io_placement.png
Pins as bars across the die edge, other pins in gray.
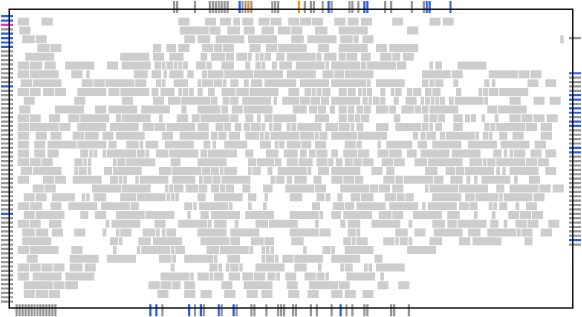
wires.png
Only two layers are drawn.
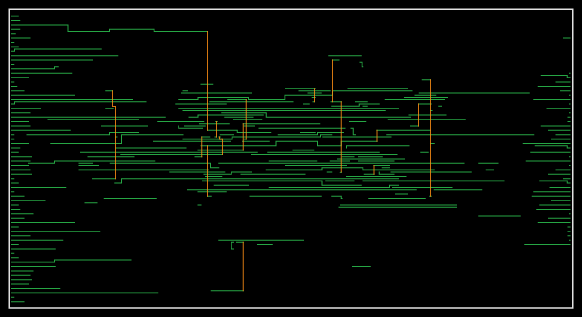
**src/rtl/load_store_ctrl_pkg.sv**
```systemverilog
// load_store_ctrl_pkg
// Shared types and constants for the load/store controller: FSM state
// encoding, access size encodings, the word-address slice of the byte
// address, and small helpers for alignment decisions.
package load_store_ctrl_pkg;

  typedef enum logic [1:0] {
    IDLE = 2'd0,
    RD   = 2'd1,
    WR   = 2'd2,
    RESP = 2'd3
  } state_t;

  localparam logic [1:0] SIZE_B = 2'b00;
  localparam logic [1:0] SIZE_H = 2'b01;
  localparam logic [1:0] SIZE_W = 2'b10;

  // Memory word address is byte address [17:2]; upper bits are ignored.
  localparam int WADDR_MSB = 17;
  localparam int WADDR_LSB = 2;
  localparam int WADDR_W   = WADDR_MSB - WADDR_LSB + 1;

  // Size code 11 behaves as a word access.
  function automatic logic [1:0] norm_size(input logic [1:0] size);
    return (size == 2'b11) ? SIZE_W : size;
  endfunction

  function automatic logic misaligned(input logic [1:0] size, input logic [1:0] lo);
    case (size)
      SIZE_H:  return lo[0];
      SIZE_W:  return |lo;
      default: return 1'b0;
    endcase
  endfunction

  // Forces the low address bits to the natural alignment of the access.
  function automatic logic [1:0] align_lane(input logic [1:0] size, input logic [1:0] lo);
    case (size)
      SIZE_H:  return {lo[1], 1'b0};
      SIZE_W:  return 2'b00;
      default: return lo;
    endcase
  endfunction

endpackage

```
**src/rtl/load_store_ctrl_if.sv**
```systemverilog
// load_store_ctrl_if
// Bundles the core request/response handshake and the memory port.
//   slave  : controller view (takes requests, drives the memory port)
//   master : environment view (core plus memory)
// Signals:
//   req_valid/req_ready/req_we/req_addr/req_size/req_unsigned/req_wdata
//   resp_valid/resp_ready/resp_rdata/resp_err
//   wEn/address/write_data/read_data
interface load_store_ctrl_if;
  logic        req_valid;
  logic        req_ready;
  logic        req_we;
  logic [31:0] req_addr;
  logic [1:0]  req_size;
  logic        req_unsigned;
  logic [31:0] req_wdata;
  logic        resp_valid;
  logic        resp_ready;
  logic [31:0] resp_rdata;
  logic        resp_err;
  logic        wEn;
  logic [15:0] address;
  logic [31:0] write_data;
  logic [31:0] read_data;

  modport slave (
    input  req_valid, req_we, req_addr, req_size, req_unsigned, req_wdata,
    input  resp_ready, read_data,
    output req_ready, resp_valid, resp_rdata, resp_err,
    output wEn, address, write_data
  );

  modport master (
    output req_valid, req_we, req_addr, req_size, req_unsigned, req_wdata,
    output resp_ready, read_data,
    input  req_ready, resp_valid, resp_rdata, resp_err,
    input  wEn, address, write_data
  );
endinterface

```
**src/rtl/load_store_ctrl_lane_align.sv**
```systemverilog
// lane_align
// Combinational lane logic for sub-word accesses.
//   i_word     : word read from memory
//   i_lane     : byte lane (already naturally aligned)
//   i_size     : normalised access size (SIZE_B/SIZE_H/SIZE_W)
//   i_unsigned : zero-extend loads when 1, sign-extend when 0
//   i_wdata    : right-aligned store data
//   o_load     : extracted and extended load value
//   o_merged   : i_word with the addressed lane(s) replaced by i_wdata
module lane_align
  import load_store_ctrl_pkg::*;
(
  input  logic [31:0] i_word,
  input  logic [1:0]  i_lane,
  input  logic [1:0]  i_size,
  input  logic        i_unsigned,
  input  logic [31:0] i_wdata,
  output logic [31:0] o_load,
  output logic [31:0] o_merged
);

  logic [7:0]  w_byte;
  logic [15:0] w_half;

  always_comb begin
    w_byte   = i_word[{i_lane, 3'b000} +: 8];
    w_half   = i_lane[1] ? i_word[31:16] : i_word[15:0];
    o_load   = i_word;
    o_merged = i_wdata;
    case (i_size)
      SIZE_B: begin
        o_load = {{24{~i_unsigned & w_byte[7]}}, w_byte};
        o_merged = i_word;
        o_merged[{i_lane, 3'b000} +: 8] = i_wdata[7:0];
      end
      SIZE_H: begin
        o_load = {{16{~i_unsigned & w_half[15]}}, w_half};
        o_merged = i_word;
        if (i_lane[1]) o_merged[31:16] = i_wdata[15:0];
        else           o_merged[15:0]  = i_wdata[15:0];
      end
      default: ;
    endcase
  end

endmodule

```
**src/rtl/load_store_ctrl.sv**
```systemverilog
// load_store_ctrl
// Sequences core loads/stores onto a single-port word memory. Sub-word
// stores are done as read-modify-write.
// Parameters:
//   MEM_LAT : cycles from address to valid read_data (1..4)
// Ports:
//   clock, reset_n (async active-low)
//   bus     : load_store_ctrl_if.slave (core handshake + memory port)
// Build option:
//   MISALIGN_TRAP_EN : misaligned half/word requests respond with resp_err=1
//                      and no memory access; otherwise low address bits are
//                      forced to natural alignment and resp_err is 0.
//
// state | meaning
// IDLE  | req_ready=1, waiting for a request
// RD    | address held, waiting MEM_LAT cycles for read_data
// WR    | wEn=1 for one cycle
// RESP  | response held until resp_ready
module load_store_ctrl
  import load_store_ctrl_pkg::*;
#(
  parameter int MEM_LAT = 1
) (
  input  logic              clock,
  input  logic              reset_n,
  load_store_ctrl_if.slave  bus
);

  localparam logic [1:0] LAT_LOAD = 2'(MEM_LAT - 1);

  state_t               r_state, w_next;
  logic                 r_we;
  logic                 r_unsigned;
  logic [1:0]           r_size;
  logic [1:0]           r_lane;
  logic [31:0]          r_wdata;
  logic [1:0]           r_lat_cnt;
  logic [WADDR_W-1:0]   r_address;
  logic [31:0]          r_write_data;
  logic [31:0]          r_resp_rdata;

  logic                 w_accept;
  logic [1:0]           w_size;
  logic [1:0]           w_lane;
  logic                 w_trap;
  logic                 w_rd_done;
  logic                 w_word_store;
  logic [31:0]          w_load;
  logic [31:0]          w_merged;
  logic                 w_unused_addr_hi;

  assign w_size       = norm_size(bus.req_size);
  assign w_lane       = align_lane(w_size, bus.req_addr[1:0]);
  assign w_accept     = (r_state == IDLE) && bus.req_valid;
  assign w_word_store = bus.req_we && (w_size == SIZE_W);
  assign w_rd_done    = (r_state == RD) && (r_lat_cnt == 2'd0);
  assign w_unused_addr_hi = ^bus.req_addr[31:WADDR_MSB+1];

`ifdef MISALIGN_TRAP_EN
  assign w_trap = misaligned(w_size, bus.req_addr[1:0]);
`else
  assign w_trap = 1'b0;
`endif

  lane_align u_lane_align (
    .i_word     (bus.read_data),
    .i_lane     (r_lane),
    .i_size     (r_size),
    .i_unsigned (r_unsigned),
    .i_wdata    (r_wdata),
    .o_load     (w_load),
    .o_merged   (w_merged)
  );

  always_ff @(posedge clock or negedge reset_n) begin
    if (!reset_n) r_state <= IDLE;
    else          r_state <= w_next;
  end

  always_comb begin
    w_next = r_state;
    case (r_state)
      IDLE: begin
        if (bus.req_valid) begin
          if (w_trap)            w_next = RESP;
          else if (w_word_store) w_next = WR;
          else                   w_next = RD;
        end
      end
      RD:      if (w_rd_done) w_next = r_we ? WR : RESP;
      WR:      w_next = RESP;
      RESP:    if (bus.resp_ready) w_next = IDLE;
      default: w_next = IDLE;
    endcase
  end

  always_ff @(posedge clock or negedge reset_n) begin
    if (!reset_n) begin
      r_we         <= 1'b0;
      r_unsigned   <= 1'b0;
      r_size       <= SIZE_B;
      r_lane       <= 2'd0;
      r_wdata      <= '0;
      r_lat_cnt    <= 2'd0;
      r_address    <= '0;
      r_write_data <= '0;
      r_resp_rdata <= '0;
    end else begin
      case (r_state)
        IDLE: begin
          if (w_accept) begin
            r_we       <= bus.req_we;
            r_unsigned <= bus.req_unsigned;
            r_size     <= w_size;
            r_lane     <= w_lane;
            r_wdata    <= bus.req_wdata;
            r_lat_cnt  <= LAT_LOAD;
            // A trapped request must not disturb the memory port.
            if (!w_trap) r_address <= bus.req_addr[WADDR_MSB:WADDR_LSB];
            if (!w_trap && w_word_store) r_write_data <= bus.req_wdata;
            if (w_trap) r_resp_rdata <= '0;
          end
        end
        RD: begin
          if (r_lat_cnt != 2'd0) r_lat_cnt <= r_lat_cnt - 2'd1;
          else if (r_we)         r_write_data <= w_merged;
          else                   r_resp_rdata <= w_load;
        end
        WR:      r_resp_rdata <= '0;
        default: ;
      endcase
    end
  end

`ifdef MISALIGN_TRAP_EN
  logic r_resp_err;

  always_ff @(posedge clock or negedge reset_n) begin
    if (!reset_n)      r_resp_err <= 1'b0;
    else if (w_accept) r_resp_err <= w_trap;
  end

  assign bus.resp_err = r_resp_err;
`else
  assign bus.resp_err = 1'b0;
`endif

  assign bus.req_ready  = (r_state == IDLE);
  assign bus.resp_valid = (r_state == RESP);
  assign bus.wEn        = (r_state == WR);
  assign bus.address    = r_address;
  assign bus.write_data = r_write_data;
  assign bus.resp_rdata = r_resp_rdata;

endmodule

```
**src/flat_wrapper.sv**
```systemverilog
// flat-port wrapper written by rule: the top's interface ports become plain ports
module load_store_ctrl_flat import load_store_ctrl_pkg::*;
#(
  parameter int MEM_LAT = 1
)
  (clock, reset_n, bus_req_valid, bus_req_we, bus_req_addr, bus_req_size, bus_req_unsigned, bus_req_wdata, bus_resp_ready, bus_read_data, bus_req_ready, bus_resp_valid, bus_resp_rdata, bus_resp_err, bus_wEn, bus_address, bus_write_data);
  load_store_ctrl_if bus_i ();
  input  logic clock;
  input  logic reset_n;
  input wire logic [$bits(bus_i.req_valid)-1:0] bus_req_valid;
  input wire logic [$bits(bus_i.req_we)-1:0] bus_req_we;
  input wire logic [$bits(bus_i.req_addr)-1:0] bus_req_addr;
  input wire logic [$bits(bus_i.req_size)-1:0] bus_req_size;
  input wire logic [$bits(bus_i.req_unsigned)-1:0] bus_req_unsigned;
  input wire logic [$bits(bus_i.req_wdata)-1:0] bus_req_wdata;
  input wire logic [$bits(bus_i.resp_ready)-1:0] bus_resp_ready;
  input wire logic [$bits(bus_i.read_data)-1:0] bus_read_data;
  output wire logic [$bits(bus_i.req_ready)-1:0] bus_req_ready;
  output wire logic [$bits(bus_i.resp_valid)-1:0] bus_resp_valid;
  output wire logic [$bits(bus_i.resp_rdata)-1:0] bus_resp_rdata;
  output wire logic [$bits(bus_i.resp_err)-1:0] bus_resp_err;
  output wire logic [$bits(bus_i.wEn)-1:0] bus_wEn;
  output wire logic [$bits(bus_i.address)-1:0] bus_address;
  output wire logic [$bits(bus_i.write_data)-1:0] bus_write_data;
  assign bus_i.req_valid = bus_req_valid;
  assign bus_i.req_we = bus_req_we;
  assign bus_i.req_addr = bus_req_addr;
  assign bus_i.req_size = bus_req_size;
  assign bus_i.req_unsigned = bus_req_unsigned;
  assign bus_i.req_wdata = bus_req_wdata;
  assign bus_i.resp_ready = bus_resp_ready;
  assign bus_i.read_data = bus_read_data;
  assign bus_req_ready = bus_i.req_ready;
  assign bus_resp_valid = bus_i.resp_valid;
  assign bus_resp_rdata = bus_i.resp_rdata;
  assign bus_resp_err = bus_i.resp_err;
  assign bus_wEn = bus_i.wEn;
  assign bus_address = bus_i.address;
  assign bus_write_data = bus_i.write_data;
  load_store_ctrl #(.MEM_LAT(MEM_LAT)) u_core (.clock(clock), .reset_n(reset_n), .bus(bus_i));
endmodule
```
**config.mk**
```make
export PLATFORM = sky130hd
export DESIGN_NAME = load_store_ctrl_flat
export DESIGN_NICKNAME = d
export VERILOG_FILES = /design/src/rtl/load_store_ctrl_pkg.sv /design/src/rtl/load_store_ctrl_if.sv /design/src/rtl/load_store_ctrl_lane_align.sv /design/src/rtl/load_store_ctrl.sv /design/src/flat_wrapper.sv
export SDC_FILE = /design/constraint.sdc
export NUM_CORES = 1
export LEC_CHECK = 0
export CAP_MARGIN = 15
export CORE_AREA = 2 2 172 90
export DETAILED_ROUTE_END_ITERATION = 10
export DIE_AREA = 0 0 174 92
export PLACE_DENSITY = 0.82
export SYNTH_ARGS = -nofsm -noshare
export SYNTH_HDL_FRONTEND = slang
export SYNTH_SLANG_ARGS = --single-unit
```
**constraint.sdc**
```tcl
create_clock -name clock -period 2.6 [get_ports clock]
set_input_delay 0.52 -clock clock [delete_from_list [all_inputs] [get_ports clock]]
set_output_delay 0.52 -clock clock [all_outputs]
set_load 0.05 [all_outputs]
```
==> flow_summary.ini <==
; implementation run metrics
[outcome]
run_status = finished clean

[final_timing]
maximum_clock_skew_at_final_layout_ns = 0.0105
period_needed_ns = 2.48
worst_pin_slew_ns = 1.03
setup_viol = 0
finalMaxSlewViolations = 0

[setup_path]
crit_path_start_kind = flip-flop
crit_chain = buf_4, nor3b_2, a22oi_2, a2111oi_4, a221o_1
cp-end-kind = flip-flop
timing.reg2reg.worst_path_depth = 5

[die]
die_y_um = 92
fp-utilization_pct = 43.4
chipWidth_um = 174

[detailed_routing]
drt-vias-per-instance = 6.04
detail_route.wirelength_um = 22800

[logic_synthesis]
syn_area_per_cell_um2 = 10.6
ys_ff = 122
main_combinational_cell_family_by_area_after_synthesis = AND-OR/OR-AND gates

[cts]
clk_path_buf_depth = 2
cts_buffers = 17

[finish]
layout_cells_sized_above_1_pct = 17.6
finish.cell_count_without_fillers = 996

[power]
report.power.total_mw = 13.7
Back to the opening pictures, io_placement.png:
| port | color | pins | direction | edge |
|---|---|---|---|---|
| `bus_req_size` | orange | 2 | input | top |
| `clock` | magenta | 1 | input | left |
| `bus_read_data` | blue | 32 | input | 10 right, 8 left, 7 bottom, 7 top |
all pins by edge: 66 left, 44 bottom, 41 right, 37 top

Back to the opening pictures, wires.png:
| layer | color | wire length |
|---|---|---|
| metal 3 | green | 3320 um |
| metal 4 | orange | 215 um |
GRT Util Overall: 29.0%
total vias in the final route: 6012

-- worst max-delay path by stage --
stage                        startpoint  slack (ns)  cells after the start                   endpoint
floorplan              u_core.r_lane[1]        0.16                      9   u_core.bus.write_data[3]
global placement      bus_read_data[23]        0.07                      5  u_core.bus.resp_rdata[24]
detailed placement    bus_read_data[23]       -0.02                      5  u_core.bus.resp_rdata[25]
CTS                   u_core.r_state[0]        0.04                      3                    bus_wEn
global route        u_core.r_lat_cnt[1]        0.03                      6  u_core.bus.resp_rdata[23]
finish                 u_core.r_lane[0]        0.12                      5  u_core.bus.resp_rdata[26]
-- critical path: cells and delay by family, from the launching register on --
kind,cells,cell delay [ns]
AND-OR/OR-AND,3,1.34
flip-flops,1,0.55
AND/OR/NAND/NOR,1,0.28
buffers and inverters,1,0.23
-- per-layer routing --
metal | up-vias | share of wire (%) | global-route usage (%)
li1 | 2625 | - | -
met1 | 2975 | 44 | 41.3
met2 | 374 | 41 | 40.8
met3 | 38 | 15 | 12.4
met4 | 0 | 0.94 | 6.02
met5 | - | 0 | 0
-- per-stage QoR --
step	area [um^2]	hold WS (ns)
final	9030	0.110
after global routing	9020	0.171
after CTS	9020	0.145
after detailed placement	8440	0.467
after global placement	8440	0.461
after floorplan	6390	0.224
-- cell usage after synthesis (3+ instances only) --
master	count	area, um^2
sky130_fd_sc_hd__buf_6	3	33.8
sky130_fd_sc_hd__buf_1	4	15.0
sky130_fd_sc_hd__dfrtp_1	122	3050
sky130_fd_sc_hd__nand2b_1	9	56.3
sky130_fd_sc_hd__o31ai_1	31	233
sky130_fd_sc_hd__buf_4	4	30.0
sky130_fd_sc_hd__and3_1	12	75.1
sky130_fd_sc_hd__a22o_1	5	43.8
sky130_fd_sc_hd__o22ai_1	10	62.6
sky130_fd_sc_hd__buf_2	14	70.1
sky130_fd_sc_hd__nand3_1	9	45.0
sky130_fd_sc_hd__a211oi_1	15	113
sky130_fd_sc_hd__nor2_1	42	158
sky130_fd_sc_hd__a221oi_1	17	149
sky130_fd_sc_hd__a221o_1	25	250
sky130_fd_sc_hd__mux2_2	56	631
sky130_fd_sc_hd__o21ai_1	5	25.0
sky130_fd_sc_hd__mux4_2	3	67.6
sky130_fd_sc_hd__o21a_1	3	22.5
sky130_fd_sc_hd__o211ai_1	7	52.6
sky130_fd_sc_hd__nor3_1	7	35.0
sky130_fd_sc_hd__inv_1	11	41.3
sky130_fd_sc_hd__clkbuf_1	24	90.1
sky130_fd_sc_hd__o21ai_0	21	105
sky130_fd_sc_hd__nand2_1	77	289
sky130_fd_sc_hd__a32o_1	10	100
sky130_fd_sc_hd__nor2b_1	6	37.5
sky130_fd_sc_hd__a21oi_1	9	45.0
sky130_fd_sc_hd__ha_1	10	125
-- area by class of cell --
cell class | count | area (um^2)
Clock inverter | 11 | 121
Timing Repair Buffer | 202 | 2020
Multi-Input combinational cell | 421 | 3060
Fill cell | 1198 | 5710
Sequential cell | 122 | 3050
Clock buffer | 21 | 460
Antenna cell | 2 | 5.00
Inverter | 13 | 48.8
Tap cell | 204 | 255
-- power breakdown --
part / internal, mW / switching, mW
clock: 1.46 / 0.898
combinational: 2.89 / 4.81
sequential: 2.79 / 0.823
total: 7.14 / 6.53
No activity file was given, so power comes from the tool's default toggle rates.
